File: src/rtl/branch_resolve_ctrl_pkg.sv
// Shared definitions for the branch resolution controller: funct3 encodings,
// FSM state type, request record and the flag-to-outcome decode helpers.
package branch_pkg;

  localparam logic [2:0] F3_BEQ  = 3'b000;
  localparam logic [2:0] F3_BNE  = 3'b001;
  localparam logic [2:0] F3_BLT  = 3'b100;
  localparam logic [2:0] F3_BGE  = 3'b101;
  localparam logic [2:0] F3_BLTU = 3'b110;
  localparam logic [2:0] F3_BGEU = 3'b111;

  localparam int unsigned BR_XLEN = 32;

  typedef enum logic [1:0] {
    ST_IDLE = 2'b00,
    ST_CMP  = 2'b01,
    ST_RESP = 2'b10
  } br_state_t;

  typedef struct packed {
    logic [2:0]         funct3;
    logic [BR_XLEN-1:0] rs1;
    logic [BR_XLEN-1:0] rs2;
    logic [BR_XLEN-1:0] pc;
    logic [BR_XLEN-1:0] imm;
  } br_req_t;

  // The less-than flag is only consulted when the operands differ.
  function automatic logic br_taken(input logic [2:0] f3, input logic eq, input logic lt);
    logic t;
    t = 1'b0;
    case (f3)
      F3_BEQ:          t = eq;
      F3_BNE:          t = !eq;
      F3_BLT, F3_BLTU: t = !eq && lt;
      F3_BGE, F3_BGEU: t = eq || !lt;
      default:         t = 1'b0;
    endcase
    return t;
  endfunction

  function automatic logic br_illegal(input logic [2:0] f3);
    logic ill;
    ill = 1'b0;
    case (f3)
      3'b010, 3'b011: ill = 1'b1;
      default:        ill = 1'b0;
    endcase
    return ill;
  endfunction

endpackage

File: src/rtl/branch_resolve_ctrl_if.sv
// Request (decode -> controller) and result (controller -> PC select)
// valid/ready channels of the branch resolution controller.
interface branch_resolve_ctrl_if #(
  parameter int unsigned XLEN = 32
);
  logic            req_valid;
  logic            req_ready;
  logic [2:0]      req_funct3;
  logic [XLEN-1:0] req_rs1;
  logic [XLEN-1:0] req_rs2;
  logic [XLEN-1:0] req_pc;
  logic [XLEN-1:0] req_imm;
  logic            res_valid;
  logic            res_ready;
  logic            res_taken;
  logic [XLEN-1:0] res_target;
  logic            res_illegal;

  modport master (
    output req_valid, req_funct3, req_rs1, req_rs2, req_pc, req_imm, res_ready,
    input  req_ready, res_valid, res_taken, res_target, res_illegal
  );

  modport slave (
    input  req_valid, req_funct3, req_rs1, req_rs2, req_pc, req_imm, res_ready,
    output req_ready, res_valid, res_taken, res_target, res_illegal
  );
endinterface

File: src/rtl/branch_resolve_ctrl_fifo.sv
// In-order request queue (module branch_req_fifo): DEPTH entries, power of 2,
// with a synchronous clear shared by reset and flush.
module branch_req_fifo #(
  parameter int unsigned DEPTH = 2,
  parameter type entry_t = branch_pkg::br_req_t
) (
  input  logic                   clk,
  input  logic                   rst,
  input  logic                   i_clr,
  input  logic                   i_push,
  input  logic                   i_pop,
  input  entry_t                 i_data,
  output entry_t                 o_head,
  output logic                   o_full,
  output logic                   o_empty,
  output logic [$clog2(DEPTH):0] o_count
);
  localparam int unsigned AW = $clog2(DEPTH);
  localparam logic [AW:0] FULL_CNT = (AW+1)'(DEPTH);

  entry_t        r_mem [DEPTH];
  logic [AW-1:0] r_wr_ptr;
  logic [AW-1:0] r_rd_ptr;
  logic [AW:0]   r_count;
  logic          w_do_push;
  logic          w_do_pop;

  assign o_full    = (r_count == FULL_CNT);
  assign o_empty   = (r_count == '0);
  assign o_count   = r_count;
  assign o_head    = r_mem[r_rd_ptr];
  assign w_do_push = i_push && !o_full;
  assign w_do_pop  = i_pop && !o_empty;

  always_ff @(posedge clk) begin
    if (rst || i_clr) begin
      r_wr_ptr <= '0;
      r_rd_ptr <= '0;
      r_count  <= '0;
    end else begin
      if (w_do_push) r_wr_ptr <= r_wr_ptr + 1'b1;
      if (w_do_pop)  r_rd_ptr <= r_rd_ptr + 1'b1;
      case ({w_do_push, w_do_pop})
        2'b10:   r_count <= r_count + 1'b1;
        2'b01:   r_count <= r_count - 1'b1;
        default: r_count <= r_count;
      endcase
    end
  end

  // Storage is write-only-on-push; stale contents are never observed.
  always_ff @(posedge clk) begin
    if (w_do_push) r_mem[r_wr_ptr] <= i_data;
  end
endmodule

File: src/rtl/branch_resolve_ctrl.sv
// Sequences the shared branch comparator: queue -> operand load -> flag capture -> result.
// Optional BRANCH_STATS_EN adds saturating delivered/taken result counters.
module branch_resolve_ctrl
  import branch_pkg::*;
#(
  parameter int unsigned XLEN  = 32,
  parameter int unsigned DEPTH = 2
) (
  input  logic                 clk,
  input  logic                 rst,
  branch_resolve_ctrl_if.slave bus,
  input  logic                 flush,
  output logic [XLEN-1:0]      cmp_a,
  output logic [XLEN-1:0]      cmp_b,
  output logic                 cmp_brun,
  input  logic                 cmp_breq,
  input  logic                 cmp_brlt
`ifdef BRANCH_STATS_EN
  ,
  output logic [31:0]          stat_total,
  output logic [31:0]          stat_taken
`endif
);
  localparam int unsigned CW = $clog2(DEPTH) + 1;

  typedef struct packed {
    logic [2:0]      funct3;
    logic [XLEN-1:0] rs1;
    logic [XLEN-1:0] rs2;
    logic [XLEN-1:0] pc;
    logic [XLEN-1:0] imm;
  } req_t;

  req_t            w_in;
  req_t            w_head;
  logic            w_full;
  logic            w_empty;
  logic [CW-1:0]   w_count;
  logic            w_push;
  logic            w_load;
  logic            w_pop;
  logic            w_capture;
  logic            w_taken;
  br_state_t       r_state;
  br_state_t       w_next;
  logic [XLEN-1:0] r_cmp_a;
  logic [XLEN-1:0] r_cmp_b;
  logic            r_cmp_brun;
  logic            r_res_valid;
  logic            r_res_taken;
  logic            r_res_illegal;
  logic [XLEN-1:0] r_res_target;

  assign w_in = '{funct3: bus.req_funct3, rs1: bus.req_rs1, rs2: bus.req_rs2,
                  pc: bus.req_pc, imm: bus.req_imm};
  // A request presented while flushing is dropped, not queued.
  assign w_push        = bus.req_valid && !w_full && !flush;
  assign bus.req_ready = (w_count < CW'(DEPTH));

  branch_req_fifo #(
    .DEPTH   (DEPTH),
    .entry_t (req_t)
  ) u_fifo (
    .clk     (clk),
    .rst     (rst),
    .i_clr   (flush),
    .i_push  (w_push),
    .i_pop   (w_pop),
    .i_data  (w_in),
    .o_head  (w_head),
    .o_full  (w_full),
    .o_empty (w_empty),
    .o_count (w_count)
  );

  always_ff @(posedge clk) begin
    if (rst || flush) r_state <= ST_IDLE;
    else              r_state <= w_next;
  end

  always_comb begin
    w_next = r_state;
    case (r_state)
      ST_IDLE: w_next = w_empty ? ST_IDLE : ST_CMP;
      ST_CMP:  w_next = ST_RESP;
      ST_RESP: begin
        if (bus.res_ready) w_next = w_empty ? ST_IDLE : ST_CMP;
        else               w_next = ST_RESP;
      end
      default: w_next = ST_IDLE;
    endcase
  end

  always_comb begin
    w_load    = 1'b0;
    w_pop     = 1'b0;
    w_capture = 1'b0;
    case (r_state)
      ST_IDLE: w_load = !w_empty;
      ST_CMP: begin
        w_pop     = 1'b1;
        w_capture = 1'b1;
      end
      ST_RESP: w_load = bus.res_ready && !w_empty;
      default: w_load = 1'b0;
    endcase
  end

  // The head stays in the queue through CMP, so pc/imm/funct3 are read from it there.
  assign w_taken = br_taken(w_head.funct3, cmp_breq, cmp_brlt);

  always_ff @(posedge clk) begin
    if (rst) begin
      r_cmp_a       <= '0;
      r_cmp_b       <= '0;
      r_cmp_brun    <= 1'b0;
      r_res_valid   <= 1'b0;
      r_res_taken   <= 1'b0;
      r_res_illegal <= 1'b0;
      r_res_target  <= '0;
    end else if (flush) begin
      r_res_valid <= 1'b0;
    end else begin
      if (w_load) begin
        r_cmp_a    <= w_head.rs1;
        r_cmp_b    <= w_head.rs2;
        r_cmp_brun <= w_head.funct3[1];
      end
      if (w_capture) begin
        r_res_taken   <= w_taken;
        r_res_illegal <= br_illegal(w_head.funct3);
        r_res_target  <= w_head.pc + (w_taken ? w_head.imm : XLEN'(32'd4));
      end
      r_res_valid <= (w_next == ST_RESP);
    end
  end

  assign cmp_a           = r_cmp_a;
  assign cmp_b           = r_cmp_b;
  assign cmp_brun        = r_cmp_brun;
  assign bus.res_valid   = r_res_valid;
  assign bus.res_taken   = r_res_taken;
  assign bus.res_illegal = r_res_illegal;
  assign bus.res_target  = r_res_target;

`ifdef BRANCH_STATS_EN
  logic [31:0] r_stat_total;
  logic [31:0] r_stat_taken;
  logic        w_fire;

  assign w_fire = r_res_valid && bus.res_ready;

  // Counters ignore flush: a result handshaking in the flush cycle is delivered.
  always_ff @(posedge clk) begin
    if (rst) begin
      r_stat_total <= 32'd0;
      r_stat_taken <= 32'd0;
    end else begin
      if (w_fire && (r_stat_total != 32'hFFFF_FFFF)) r_stat_total <= r_stat_total + 32'd1;
      if (w_fire && r_res_taken && (r_stat_taken != 32'hFFFF_FFFF))
        r_stat_taken <= r_stat_taken + 32'd1;
    end
  end

  assign stat_total = r_stat_total;
  assign stat_taken = r_stat_taken;
`endif
endmodule
File: src/flat_wrapper.sv
// flat-port wrapper written by rule: the top's interface ports become plain ports
module branch_resolve_ctrl_flat import branch_pkg::*;
#(
  parameter int unsigned XLEN  = 32,
  parameter int unsigned DEPTH = 2
)
  (clk, rst, flush, cmp_a, cmp_b, cmp_brun, cmp_breq, cmp_brlt, bus_req_valid, bus_req_funct3, bus_req_rs1, bus_req_rs2, bus_req_pc, bus_req_imm, bus_res_ready, bus_req_ready, bus_res_valid, bus_res_taken, bus_res_target, bus_res_illegal);
  branch_resolve_ctrl_if #(.XLEN(XLEN)) bus_i ();
  input  logic clk;
  input  logic rst;
  input  logic flush;
  output logic [XLEN-1:0] cmp_a;
  output logic [XLEN-1:0] cmp_b;
  output logic cmp_brun;
  input  logic cmp_breq;
  input  logic cmp_brlt;
  input wire logic [$bits(bus_i.req_valid)-1:0] bus_req_valid;
  input wire logic [$bits(bus_i.req_funct3)-1:0] bus_req_funct3;
  input wire logic [$bits(bus_i.req_rs1)-1:0] bus_req_rs1;
  input wire logic [$bits(bus_i.req_rs2)-1:0] bus_req_rs2;
  input wire logic [$bits(bus_i.req_pc)-1:0] bus_req_pc;
  input wire logic [$bits(bus_i.req_imm)-1:0] bus_req_imm;
  input wire logic [$bits(bus_i.res_ready)-1:0] bus_res_ready;
  output wire logic [$bits(bus_i.req_ready)-1:0] bus_req_ready;
  output wire logic [$bits(bus_i.res_valid)-1:0] bus_res_valid;
  output wire logic [$bits(bus_i.res_taken)-1:0] bus_res_taken;
  output wire logic [$bits(bus_i.res_target)-1:0] bus_res_target;
  output wire logic [$bits(bus_i.res_illegal)-1:0] bus_res_illegal;
  assign bus_i.req_valid = bus_req_valid;
  assign bus_i.req_funct3 = bus_req_funct3;
  assign bus_i.req_rs1 = bus_req_rs1;
  assign bus_i.req_rs2 = bus_req_rs2;
  assign bus_i.req_pc = bus_req_pc;
  assign bus_i.req_imm = bus_req_imm;
  assign bus_i.res_ready = bus_res_ready;
  assign bus_req_ready = bus_i.req_ready;
  assign bus_res_valid = bus_i.res_valid;
  assign bus_res_taken = bus_i.res_taken;
  assign bus_res_target = bus_i.res_target;
  assign bus_res_illegal = bus_i.res_illegal;
  branch_resolve_ctrl #(.XLEN(XLEN), .DEPTH(DEPTH)) u_core (.clk(clk), .rst(rst), .bus(bus_i), .flush(flush), .cmp_a(cmp_a), .cmp_b(cmp_b), .cmp_brun(cmp_brun), .cmp_breq(cmp_breq), .cmp_brlt(cmp_brlt));
endmodule
File: config.mk
export PLATFORM = sky130hd
export DESIGN_NAME = branch_resolve_ctrl_flat
export DESIGN_NICKNAME = d
export VERILOG_FILES = /design/src/rtl/branch_resolve_ctrl_pkg.sv /design/src/rtl/branch_resolve_ctrl_if.sv /design/src/rtl/branch_resolve_ctrl_fifo.sv /design/src/rtl/branch_resolve_ctrl.sv /design/src/flat_wrapper.sv
export SDC_FILE = /design/constraint.sdc
export NUM_CORES = 1
export LEC_CHECK = 0
export CELL_PAD_IN_SITES_DETAIL_PLACEMENT = 2
export CELL_PAD_IN_SITES_GLOBAL_PLACEMENT = 2
export CORE_ASPECT_RATIO = 1.2
export CORE_MARGIN = 4
export CORE_UTILIZATION = 37
export DETAILED_ROUTE_END_ITERATION = 16
export PLACE_DENSITY_LB_ADDON = 0.08
export SKIP_LAST_GASP = 1
export SLEW_MARGIN = 15
export SYNTH_ARGS = -nofsm -noshare
export SYNTH_HDL_FRONTEND = slang
export SYNTH_HIERARCHICAL = 1
export SYNTH_SLANG_ARGS = --single-unit
File: constraint.sdc
create_clock -name clk -period 5.3 [get_ports clk]
set_input_delay 0.53 -clock clk [delete_from_list [all_inputs] [get_ports clk]]
set_output_delay 0.53 -clock clk [all_outputs]
set_load 0.1 [all_outputs]
Figure 1. Met3 routing (run 1).
Drawn at 1 px/µm.
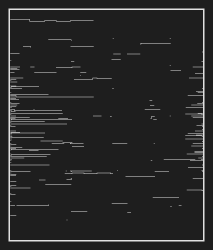
wire length on this layer: 2020 µm
nets with wire on the layer: 132

Figure 2. Logic cells by family (run 1).
Drawn at 2 px/µm.
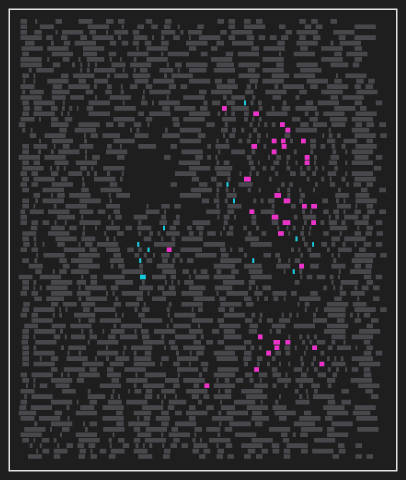
[cyan] inv cells | cells: 12 | most used: inv_1
[magenta] non-inverting ao/oa cells | cells: 33 | most used: a21o_1

Figure 3. Cells by drive strength (run 1).
Drawn at 2 px/µm.
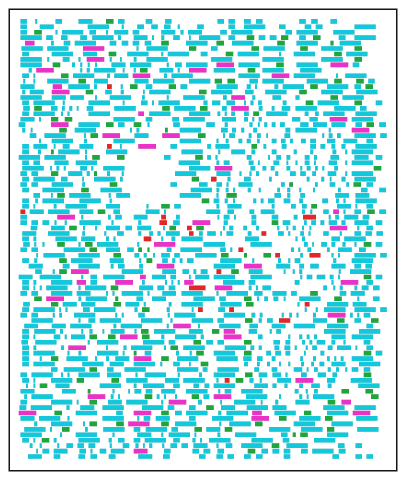
[magenta] _6 and larger | cells: 55 | share: 3.9%
[red] _3 and _4 cells | cells: 21 | share: 1.5%
[green] _2 cells | cells: 151 | share: 11%
[cyan] _0 and _1 cells | cells: 1188 | share: 84%
buffers outside the clock class: 252
Final Cell Area: 0.0194 mm²
Area Growth Syn to Fin: 27.3%
Final WS setup: 1.00 ns

Figure 4. Track usage over the die (run 1).
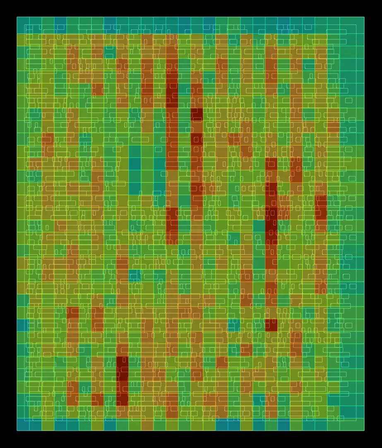
met2 Usage GRT: 34.7%
GRT Total Usage: 18.9%

==> job_summary.md, run 1 <==
## Implementation flow summary

| Metric | Value |
|---|---|
| Delay-heaviest family, CP | AND-OR/OR-AND gates |
| Simple-Gate Fraction of Synth Area | 9.42% |
| Initial antenna violation count | 4 |
| Vias in the first global route | 11000 |
| Setup Fix Bufs, Post-CTS | 0 |
| Hold Vio Cnt, Final | 0 |
| Crit Path Category | flop to flop |
| Layout cell share with drive strength beyond 1 | approximately 16% |
| WHS | 0.433 ns |
| Yosys warnings | 6 |
| Pwr Total | 6.52 mW |
| Flops out of synthesis | 369 |
| Via count | just under 10000 |
| Multi-input logic area | 0.00480 mm² |
| Leak | 6.56 nW |
| Clock power frac | approximately 43% |
| Buf/Inv on CP | 1 |
| Number of hold buffers added after CTS | 0 |
| Relative max-transition margin | ~24% |
| Htree depth | 2 |
| Worst-Margin Slew | between 1 and 1.5 ns |
| Sequential power share | about 49% |
| Final cell count without fillers | about 2000 |
| Clk ins delay skew pair | between 0.5 and 0.6 ns |
| Area leader, netlist | edfxtp_1 |
| Hold path endpoint | u_core/r_state[0]$_SDFF_PP0_ |
| CP Max Fanout | 27 |
| Post-Syn Area | between 0.015 and 0.02 mm² |
| CTS Buffer Depth | 3 |
| Ys cells | about 1200 |
| Critical path startpoint category | flop |
| Top FF cell, synth | edfxtp_1 |
| Final HPWL DP | around 29 mm |
| Post-Route WL | roughly 42 mm |
| Placed cell areas | between 0.015 and 0.02 mm² |
| Cell total after placement | roughly 1900 |
| Fin. max-slew vios | 0 |
| Buffer type at the clock tree root | clkbuf_16 |
| Die Span Y | approximately 230 µm |
| Combinational Power | about 0.56 mW |
| Comb pwr share | under 10% |
| Top-area cell share | between 50 and 60% |
| Worst Clk Skew | 0.0122 ns |
| Final setup TNS | 0 ns |
| Fillers | 3939 |
| Synthesized Nets | 1322 |
| Synth top area cells | edfxtp_1 (52%), dfxtp_1 (14%), mux2_2 (9.7%) |
| DRC viols | 0 |
| Worst endpoint required time | roughly 5.7 ns |
| Crit path capture type | flop |
| Vias per inst | between 5 and 6 |
| Int Power | 5.03 mW |
| Num CTS Buffers | 40 |
| Antenna Nets Post-Route | 0 |
| Seq power | ~3.2 mW |
| Status | complete, no violations |
| Hold path depth | 2 |
| # IOs | about 240 |
| Worst path cell trace | mux2_2 -> xnor2_1 -> nor3_1 -> a21o_1 -> buf_4 -> and2_1 -> ha_1 -> a21o_1 -> o21bai_4 -> o2bb2ai_1 -> or3_1 -> o21ai_1 -> o221ai_2 -> mux2i_1 -> a221oi_1 |
| GR Overflow Total | 0 |
| Most frequent cell after synthesis | edfxtp_1 |
| Max cap viols | 0 |
| First drt pass iteration count | 4 |
| PortBufs | approximately 240 |
| Power of the clock network | around 2.8 mW |
| Flop area | ~0.010 mm² |
| Final Critical Period | 4.30 ns |
| Final setup violation count | 0 |
| ANT cells | 0 |
| Reg2Reg Depth | 15 |
| Main logic family after synthesis | multiplexers |
run 1: layout make-up:
cell class	count	area share [%]
clock buffer	52	5.71
clock inverter	22	1.12
inverter	12	0.258
multi-input combinational	708	24.8
sequential	369	51.7
tap	539	3.48
timing repair buffer	252	12.9
run 1: worst max path at each step:
stage / from / cells past startpoint / to
2_1_floorplan: u_core/u_fifo/o_count[0]$_SDFFE_PP0P_ / 4 / u_core/u_fifo/r_mem[1][0]$_DFFE_PP_
3_3_place_gp: cmp_breq / 15 / u_core/bus.res_target[31]$_SDFFE_PP0P_
3_5_place_dp: cmp_breq / 15 / u_core/bus.res_target[31]$_SDFFE_PP0P_
4_1_cts: flop / 15 / u_core/bus.res_target[31]$_SDFFE_PP0P_
5_1_grt: flop / 15 / u_core/bus.res_target[31]$_SDFFE_PP0P_
6_report: flop / 15 / u_core/bus.res_target[31]$_SDFFE_PP0P_
run 1: registers in the layout, summed over array words and instances (netlist names), named ones only:
| name | count |
|---|---|
| u_core/bus.res_illegal | 1 |
| u_core/bus.res_taken | 1 |
| u_core/bus.res_target | 32 |
| u_core/bus.res_valid | 1 |
| u_core/cmp_a | 32 |
| u_core/cmp_b | 32 |
| u_core/cmp_brun | 1 |
| u_core/r_state | 2 |
| u_core/u_fifo/o_count | 2 |
| u_core/u_fifo/r_mem | 262 |
| u_core/u_fifo/r_rd_ptr | 1 |
| u_core/u_fifo/r_wr_ptr | 1 |
run 1: per-layer routing:
metal	track usage [%]	up-vias	wire length (µm)
met3	4.21	54	2020
met1	22.5	4931	17000
met4	4.29	6	748
met2	34.7	189	22500
met5	0	-	35
li1	-	4639	-
==> run 2, diff against run 1 <==
- CORE_UTILIZATION: 37 -> 33
- clock period: 5.3 -> 3.5 ns (I/O delays scaled with it)
Figure 5. Logic cells by family (run 2).
Drawn at 2 px/µm.
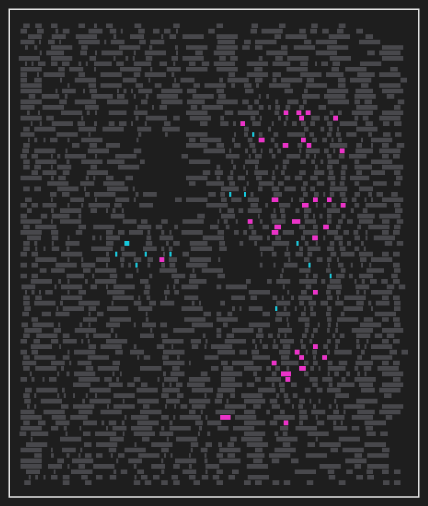
[magenta] non-inverting ao/oa cells | cells: 34 | most used: a21o_1
[cyan] inv cells | cells: 12 | most used: inv_1

Figure 6. Met3 routing (run 2).
Drawn at 1 px/µm.
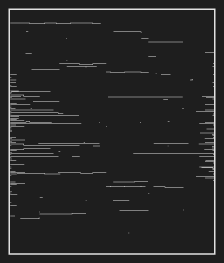
wire length on this layer: 2050 µm
longest straight run: 80.3 µm
share of all routed wire: 4.5%
main direction: horizontal
met3 Track Usage GR: 4.19%
Post-Route WL: 45.3 mm
via count: 10300

==> run 2 against run 1 <==
Against the previous run:
- the flow now finishes with violations (negative setup slack)
- register-to-register slack got worse by 1.1 ns
- critical path type unchanged
- global-route usage fell by 1.2 points
- die area is 12% higher
==> job_summary.md, run 2 <==
## Implementation flow summary

| Metric | Value |
|---|---|
| Status | finished, violations left |
| Failing checks | negative setup slack |
| Critical path startpoint category | flop |
| Worst path cell trace | mux2_4 -> xnor2_4 -> nor3_4 -> a21o_4 -> buf_6 -> and2_4 -> fa_2 -> a21o_1 -> a221o_1 -> a21oi_4 -> o21ai_2 -> nor2_4 -> o21ai_2 -> nor3b_2 -> a311o_1 |
| Achievable Freq | 280 MHz |
| RSZ-0062 raised after global routing | true |
| First-pass GRT wire length | 68.2 mm |
| Routed wl met3 | 2.05 mm (+1.5%) |
| Max cap viols | 0 (unchanged) |
| Final setup TNS | -0.137 ns (-0.137 ns) |
| Crit Path Category | flop to flop |
| Crit path depth | 15 (unchanged) |
| Top Metal Used | met5 |
| Yosys warnings | 6 (unchanged) |
| # IOs | 239 (unchanged) |
| Tcrit/Tclk final | 102% |
| Fin. max-slew vios | 0 (unchanged) |
| Max FFs per register | 262 (unchanged) |
| Largest net degree at the start of global routing | 68 |
| Relative max-transition margin | 27.1% (+2.7 points) |
| Synth top area cells | edfxtp_1 (52%), dfxtp_1 (14%), mux2_2 (9.7%) |
| Arr. time, crit path | between 4 and 5 ns |
| Final WS setup | -0.0678 ns (-1.07 ns) |
| Most used cell, CP | o21ai_2 |
| Setup Fix Bufs, Post-CTS | 11 (+11) |
| Ys cells | 1150 (unchanged) |
| Final setup violation count | 4 (+4) |
| Antenna Nets Post-Route | 0 (unchanged) |
| Avg Cell Area, Syn | 13.2 µm² |
| Area Growth Syn to Fin | 37.9% |
| Clock sink count | between 300 and 400 |
| Worst-Margin Slew | 1.09 ns (-0.0444 ns) |
| Buffer type at the clock tree root | clkbuf_16 |
| Crit path capture type | flop |
| Vias per inst | 4.83 (-3.9%) |
| Most Used Layer, Global Route | met2 |
| Hold path depth | 2 (unchanged) |
| CTS tree | done |
| Number of hold buffers added after CTS | 0 (unchanged) |
| Hold Crit Class | primary input to flop |
| Vias in the first global route | 11700 (+6.1%) |
| Top FF cell, synth | edfxtp_1 |
| M1 wire length | 18.3 mm (+7.9%) |
| Power per cell area | 489 mW/mm² |
| Delay-heaviest family, CP | AND-OR/OR-AND gates |
| Leak | 7.23 nW (+10%) |
| Slowest stage cell, crit path | fa_2 |
| Clk ins delay skew pair | 0.56 ns (+0.02 ns) |
| Num CTS Buffers | 41 (+2.5%) |
| Met2 Usage GRT | 32.6% (-2.0 points) |
| Critical Path Max Stage Delay | 0.38 ns |
| First drt pass iteration count | 6 (+2) |
| Stage-log warning count | 30 |
| Buf/Inv on CP | 1 (unchanged) |
| Routability cong. | between 0.8 and 0.9 |
| Final HPWL DP | 30.7 mm (+6.8%) |
| Final Cell Area | 0.0210 mm² (+8.3%) |
| CP Max Fanout | 5 (-81%) |
| GR Overflow Total | 0 (unchanged) |
| Htree depth | 2 (unchanged) |
| Most frequent cell after synthesis | edfxtp_1 |
| Area leader, netlist | edfxtp_1 |
| Number of flops mapped to enable cells by yosys | between 200 and 300 |
| Met2 Routed Length | 24.2 mm (+7.5%) |
| Most common logic cells in the final layout | edfxtp_1 (262), clkdlybuf4s50_1 (237), nand2_1 (193) |
| Top-area cell share | 51.7% (unchanged) |
| PortBufs | 238 (unchanged) |
| Placed cell areas | 0.0188 mm² (+4.0%) |
| Biggest register | u_core/u_fifo/r_mem |
| Post-Syn Area | 0.0152 mm² (unchanged) |
| Core area | roughly 0.045 mm² |
| Distinct cells, synth | just over 60 |
| Synth async-reset ratio | 0% |
| Die area | around 0.050 mm² |
| DRC viols | 0 (unchanged) |
| CTS Buffer Depth | 3 (unchanged) |
| Initial antenna violation count | 4 (unchanged) |
| Final Critical Period | 3.57 ns (-0.730 ns) |
| Finished Core Util | a little under half |
| Peak VDD IR | ~0.00037 V |
| Num rows | about 85 |
| Layout cell share with drive strength beyond 1 | 26.4% (+10 points) |
| Clk slew on worst S/H paths | 0.06 ns |
| Syn Inst Count | 1150 |
| Worst Clk Skew | 0.0168 ns (+0.00456 ns) |
| Chip Area, Yosys | about 0.015 mm² |
| M1 GR Usage | 20.5% (-1.9 points) |
| Drt initial violations | between 300 and 400 |
| Hold Startpoint | rst |
| # resized after CTS | approximately 54 |
| Most common logic cell in the routed design | edfxtp_1 |
| Die width | 204 µm |
| Worst endpoint required time | 3.94 ns (-1.80 ns) |
| Synth Seq Share | between 60% and 70% |
| Die Span Y | 243 µm (+5.7%) |
| Synth top cells by count | edfxtp_1 (262), nand2_1 (196), mux2_2 (131) |
| Synthesized Nets | 1322 (unchanged) |
| Drt wl/cell | around 21 µm |
| Flops out of synthesis | 369 (unchanged) |
| GRT Total Usage | 17.7% (-1.2 points) |
| Reg2Reg Depth | 15 (unchanged) |
| Pwr Total | 10.3 mW (+57%) |
| Hold Vio Cnt, Final | 0 (unchanged) |
| Final nets | between 1500 and 2000 |
| Fp util | roughly a third |
Figure 7. Signal wires on met2 (run 2).
Drawn at 1 px/µm.
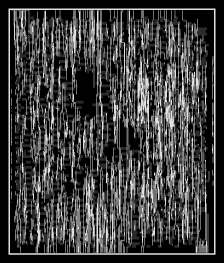
nets with wire on the layer: 1559
share of all routed wire: 54%
main direction: vertical
wire length on this layer: 24.2 mm

[run 2: cell counts after synthesis]
Identical to the previous run, type by type.
[run 2: kinds of logic (layout without fill, tap and decap cells)]
| logic type | count (synthesis) | in the layout | share of synthesized area, % |
|---|---|---|---|
| muxes | 134 | 134 | 9.90 |
| buffers and inverters | 73 | 443 | 2.71 |
| and+or+nand+nor | 319 | 319 | 9.42 |
| other | 0 | 3 | 0 |
| xor gates and xnor gates | 28 | 28 | 1.61 |
| AOI/OAI and AO/OA | 193 | 194 | 7.68 |
| adders and majority gates | 34 | 34 | 2.85 |
| DFF | 369 | 369 | 65.8 |
[run 2: worst paths after layout]
kind / endpoint / slack, ns
worst max-delay path: u_core/bus.res_target[24]$_SDFFE_PP0P_ / -0.07
worst min-delay path: u_core/r_state[0]$_SDFF_PP0_ / 0.25
worst max register to register: u_core/bus.res_target[24]$_SDFFE_PP0P_ / -0.07
worst min register to register: u_core/cmp_b[1]$_SDFFE_PP0P_ / 0.46
[run 2: layout make-up]
cell class,count,area [µm²]
inverters,12,48.8
diodes,3,7.51
multi-input cells,709,5340
fillers,4474,24200
clock buffers,59,1140
well taps,609,762
repair buffers,356,3450
clock inverters,16,208
flip-flops and latches,369,10000
[run 2: per-stage QoR]
| step | instances | setup slack, ns | hold WS (ns) |
|---|---|---|---|
| global route | 2132 | -0.199 | 0.240 |
| global placement | 2027 | -0.292 | 0.445 |
| detailed placement | 2027 | -0.417 | 0.455 |
| floorplan | 1150 | -0.184 | 0.429 |
| finish | 2133 | -0.0678 | 0.248 |
| CTS | 2116 | -0.0721 | 0.206 |
[run 2: power breakdown]
group / internal, mW / leakage [nW] / switching (mW)
Sequential: 4.78 / 3.27 / 0.0303
Clock: 2.58 / 0.652 / 1.74
Combinational: 0.532 / 3.31 / 0.594
Power figures rest on the tool's default switching activity, not on a simulated workload.
